Fig. 1: sequential cells grouped by signal name
Bar = 50 µm.
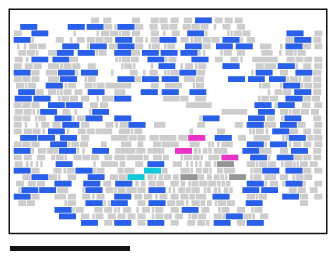
Fig. 2: selected gate families
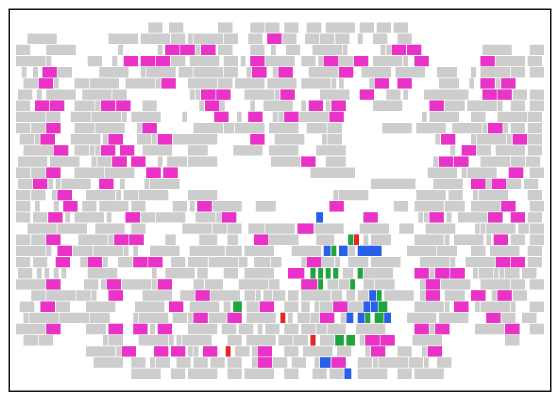
Fig. 3: routed metal, one colour a layer
Two of the layers only.
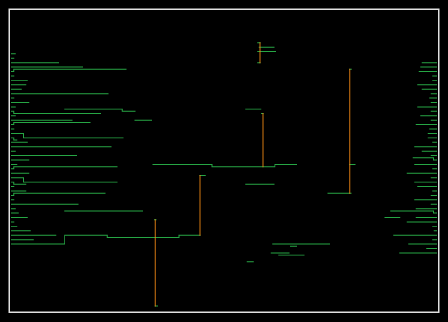
Fig. 4: congestion heat map
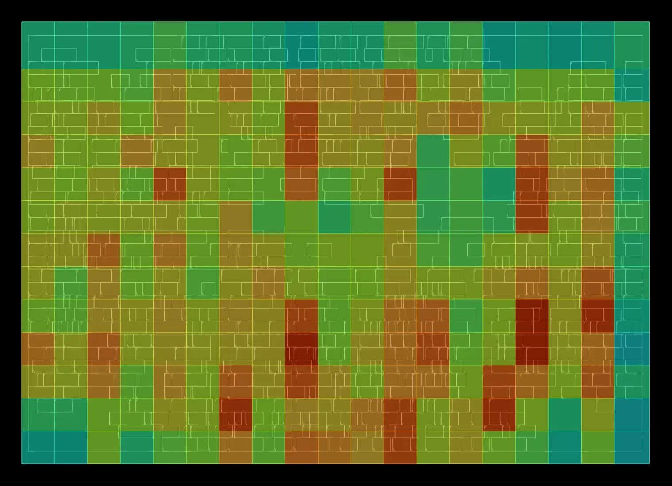
Fig. 5: cells by drive strength
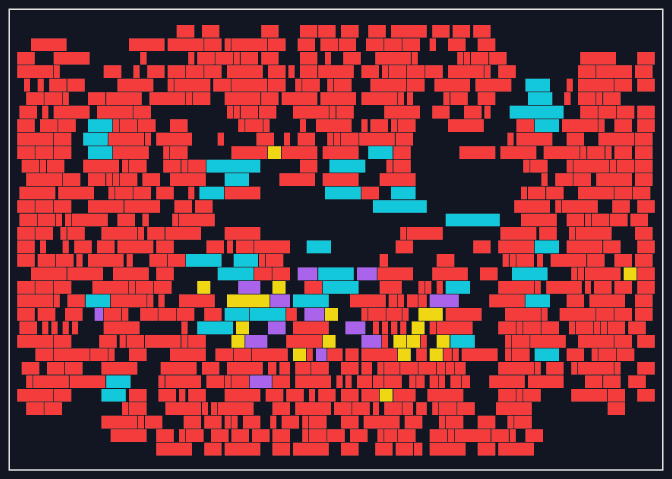
==> config.mk <==
export PLATFORM = sky130hd
export DESIGN_NAME = bus_demux_regbank
export DESIGN_NICKNAME = d
export VERILOG_FILES = /design/src/rtl/bus_demux_pkg.sv /design/src/rtl/bus_demux_regbank_dec3x8.sv /design/src/rtl/bus_demux_regbank.sv
export SDC_FILE = /design/constraint.sdc
export NUM_CORES = 1
export LEC_CHECK = 0
export CORE_ASPECT_RATIO = 0.7
export CORE_UTILIZATION = 44
export CTS_BUF_LIST = sky130_fd_sc_hd__clkbuf_8
export CTS_CLUSTER_SIZE = 28
export DETAILED_ROUTE_END_ITERATION = 8
export PLACE_DENSITY = 0.91
export SLEW_MARGIN = 10
export SYNTH_ARGS = -nofsm -noshare
export SYNTH_HDL_FRONTEND = slang
export SYNTH_HIERARCHICAL = 1
export SYNTH_SLANG_ARGS = --single-unit
==> constraint.sdc <==
create_clock -name Clock -period 2.2 [get_ports Clock]
set_input_delay 0.44 -clock Clock [delete_from_list [all_inputs] [get_ports Clock]]
set_output_delay 0.44 -clock Clock [all_outputs]
set_load 0.01 [all_outputs]
==> src/rtl/bus_demux_pkg.sv <==
// Shared types and constants for the bus write demux / register bank.
package bus_demux_pkg;

   localparam int REG_COUNT = 8;
   localparam int KEY_W     = 3;

   // Transaction sequencing: IDLE takes the first beat, BURST takes the
   // rest, DONE is the one-cycle completion pulse.
   typedef enum logic [1:0] {
      IDLE  = 2'd0,
      BURST = 2'd1,
      DONE  = 2'd2
   } state_e;

endpackage

==> src/rtl/bus_demux_regbank_dec3x8.sv <==
// 3-to-8 one-hot decoder: turns a register index plus an accept strobe
// into per-register load enables (all zero when the strobe is low).
module dec3x8
   import bus_demux_pkg::*;
(
   input  logic [KEY_W-1:0]     idx_i,
   input  logic                 en_i,
   output logic [REG_COUNT-1:0] onehot_o
);

   // Raise exactly one enable for the selected register when strobed.
   always_comb begin
      onehot_o = '0;
      if (en_i) begin
         onehot_o[idx_i] = 1'b1;
      end
   end

endmodule

==> src/rtl/bus_demux_regbank.sv <==
// Write-side demux into eight W-bit holding registers r0..r7.
// Single-beat and auto-incrementing (wrapping) burst writes.
// Handshake: a beat is consumed on every rising edge where
// wr_valid && wr_ready; din/key/burst_len are only looked at on such edges.
// Optional macro BUS_DEMUX_R7_PROTECT_EN: beats aimed at r7 are accepted
// and counted but r7 is never loaded (reset still clears it).
module bus_demux_regbank
   import bus_demux_pkg::*;
#(
   parameter int W = 16
) (
   input  logic             Clock,
   input  logic             Reset,
   input  logic [W-1:0]     din,
   input  logic [KEY_W-1:0] key,
   input  logic [2:0]       burst_len,
   input  logic             wr_valid,
   output logic             wr_ready,
   output logic             wr_done,
   output logic             busy,
   output logic [W-1:0]     r0,
   output logic [W-1:0]     r1,
   output logic [W-1:0]     r2,
   output logic [W-1:0]     r3,
   output logic [W-1:0]     r4,
   output logic [W-1:0]     r5,
   output logic [W-1:0]     r6,
   output logic [W-1:0]     r7,
   output logic [1:0]       state_dbg_o
);

   state_e                 state_q, state_d;
   logic [KEY_W-1:0]       ptr_q, ptr_d;
   logic [2:0]             rem_q, rem_d;
   logic [W-1:0]           regs_q [REG_COUNT];
   logic [W-1:0]           regs_d [REG_COUNT];
   logic                   accept;
   logic [KEY_W-1:0]       sel_idx;
   logic [REG_COUNT-1:0]   dec_en;
   logic [REG_COUNT-1:0]   load_en;

   assign wr_ready    = (state_q != DONE);
   assign busy        = (state_q != IDLE);
   assign wr_done     = (state_q == DONE);
   assign accept      = wr_valid && wr_ready;
   assign state_dbg_o = state_q;

   // The first beat is addressed by key, later beats by the running pointer.
   assign sel_idx = (state_q == IDLE) ? key : ptr_q;

   dec3x8 u_dec (
      .idx_i    (sel_idx),
      .en_i     (accept),
      .onehot_o (dec_en)
   );

`ifdef BUS_DEMUX_R7_PROTECT_EN
   assign load_en = {1'b0, dec_en[REG_COUNT-2:0]};
`else
   assign load_en = dec_en;
`endif

   // Next register-file contents: only the enabled register takes din.
   always_comb begin
      for (int i = 0; i < REG_COUNT; i++) begin
         regs_d[i] = load_en[i] ? din : regs_q[i];
      end
   end

   // Register file; outputs come straight from these flops.
   always_ff @(posedge Clock) begin
      for (int i = 0; i < REG_COUNT; i++) begin
         if (Reset) regs_q[i] <= '0;
         else       regs_q[i] <= regs_d[i];
      end
   end

   assign r0 = regs_q[0];
   assign r1 = regs_q[1];
   assign r2 = regs_q[2];
   assign r3 = regs_q[3];
   assign r4 = regs_q[4];
   assign r5 = regs_q[5];
   assign r6 = regs_q[6];
   assign r7 = regs_q[7];

   // Sequencer next state: pointer and remaining-beat count advance per accept.
   always_comb begin
      state_d = state_q;
      ptr_d   = ptr_q;
      rem_d   = rem_q;
      unique case (state_q)
         IDLE: begin
            if (accept) begin
               if (burst_len == 3'd0) begin
                  state_d = DONE;
               end else begin
                  ptr_d   = key + 3'd1;
                  rem_d   = burst_len - 3'd1;
                  state_d = BURST;
               end
            end
         end
         BURST: begin
            if (accept) begin
               ptr_d = ptr_q + 3'd1;
               if (rem_q == 3'd0) state_d = DONE;
               else               rem_d   = rem_q - 3'd1;
            end
         end
         DONE: begin
            state_d = IDLE;
         end
         default: begin
            state_d = IDLE;
         end
      endcase
   end

   // Sequencer state; reset aborts any burst without a completion pulse.
   always_ff @(posedge Clock) begin
      if (Reset) begin
         state_q <= IDLE;
         ptr_q   <= '0;
         rem_q   <= '0;
      end else begin
         state_q <= state_d;
         ptr_q   <= ptr_d;
         rem_q   <= rem_d;
      end
   end

endmodule

==> results_dict.tcl <==
# collected from the flow reports
set metrics [dict create \
    syn-num-nets 537 \
    topCellsByArea "dfxtp_1 (53%), mux2i_1 (26%), nor2_1 (9.7%), clkbuf_1 (1.7%), buf_1 (1.3%)" \
    logic_area_um2 2240 \
    portBuffers 157 \
    tightest_slew_ns 0.589 \
    grt_pass1_wl_um 21200 \
    grt_use_met2_pct 36.8 \
    run_status "completed" \
    drive_above_1_share_pct 9.84 \
    min_path_type "input pin to register" \
    clkSinkCount 136 \
    dieArea_um2 12200 \
    io_pins 158 \
    fp_util_pct 46.1 \
    grt_max_degree 124 \
    common_cells "dfxtp_1 (136), nor2_1 (134), mux2i_1 (132), clkbuf_1 (23), buf_1 (18)" \
    nets 686 \
    rr_startpoint "state_dbg_o[0]" \
    skew_ns 0.00829 \
    r2r_end "regs_q[0][3]" \
    root_buffer "clkbuf_8" \
    hold_path_end "regs_q[0][51]" \
    tns_ns 0 \
    final.min_clock_period_ns 2.09 \
    diodes 0 \
    grt-ovfl-total 0 \
    via_per_inst 4.97 \
    use_met1_pct 28.6 \
    grt_pass1_vias 4053 \
    final_cell_area_um2 7470 \
    critPathLaunch "state_dbg_o[0]" \
    yosysWarnings 6 \
    gp_congestion 0.818 \
    worstPathRequired_ns 1.76 \
    syn_area_um2 5170 \
    hp-start "Reset" \
    async_flop_share_pct 0 \
    fp-row-count 32 \
    h-tree-depth 4 \
    timing.fmax_ghz 0.479 \
    synthCells 510 \
]
Notes on Fig. 1 above:
| colour | name in the netlist | placed flops |
|---|---|---|
| magenta | `ptr_q` | 3 |
| cyan | `state_dbg_o` | 2 |
| blue | `regs_q` | 128 |
Seq area share: 36.4%
Final Util: 66.7%
Power Sequential: 2630 µW

Notes on Fig. 2 above:
| colour | family | cells |
|---|---|---|
| red | inv cells | 4 |
| blue | aoi and oai cells | 12 |
| magenta | mux cells | 135 |
| green | nand cells | 16 |

Notes on Fig. 3 above:
| colour | layer | wire length |
|---|---|---|
| green | M3 | 900 µm |
| orange | M4 | 105 µm |

Notes on Fig. 4 above:
Wirelength per Cell: 16.7 µm
Total GRT Usage: 22.7%
GRT Max-Usage Layer: met2
met3 Use GR: 7.55%

Notes on Fig. 5 above:
| colour | size | cells | share |
|---|---|---|---|
| yellow | x3 and x4 | 18 | 2.7% |
| red | x1 and smaller | 605 | 90% |
| purple | x2 | 13 | 1.9% |
| cyan | x6 and larger | 35 | 5.2% |

## per-layer routing
| metal | part of all wire [%] | wire length [µm] |
|---|---|---|
| met1 | 47 | 6450 |
| met3 | 6.5 | 899 |
| met5 | 0 | 0 |
| met4 | 0.76 | 105 |
| met2 | 46 | 6300 |
## power by group
part           switching [µW]  internal, µW  total [µW]
Combinational             410           438         848
Clock                     902          1340        2240
Sequential               66.6          2570        2630
Total                    1380          4340        5720
## layout by cell type, fill, tap and decap left out, types with 2 or more instances in the layout
cell type	synthesis	layout
nand2_1	11	11
buf_4	0	14
buf_12	0	10
ha_1	2	2
nor4b_1	3	3
clkdlybuf4s50_1	0	156
mux2i_1	132	132
nor2_1	134	133
nand2b_1	5	5
and4bb_2	3	3
dfxtp_1	136	136
a21oi_1	6	6
mux2_2	3	3
inv_1	4	7
and4b_2	3	3
nor3_1	2	2
o21ai_0	3	3
bufinv_16	0	4
clkbuf_8	0	21
clkinvlp_4	0	2
## layout make-up
| class | instances | area share, % |
|---|---|---|
| well taps | 153 | 2.56 |
| repair buffers | 180 | 25.0 |
| multi-input cells | 320 | 29.9 |
| clock buffers | 21 | 3.87 |
| inverters | 4 | 0.201 |
| clock inverters | 10 | 2.03 |
| flip-flops and latches | 136 | 36.4 |
## critical path: stages (launching register included)
cell             delay [ns]
dfxtp_1                0.46
nand2b_1               0.21
clkdlybuf4s50_1        0.56
## kinds of logic after synthesis
group,share of synthesized area [%]
flops,52.7
simple gates,14.8
compound gates,1.62
buf+inv,4.26
mux,26.2
fa+ha+maj,0.484
## flip-flops by register name, indices dropped and copies added, names as in the netlist
name,count
ptr_q,3
state_dbg_o,2
regs_q,128
rem_q,3
## what timing repair did
action,4_1_cts,5_1_grt
setup endpoints to repair,0,9
hold buffers,0,0
resized,0,1
Power is estimated from default activity; no workload was simulated.
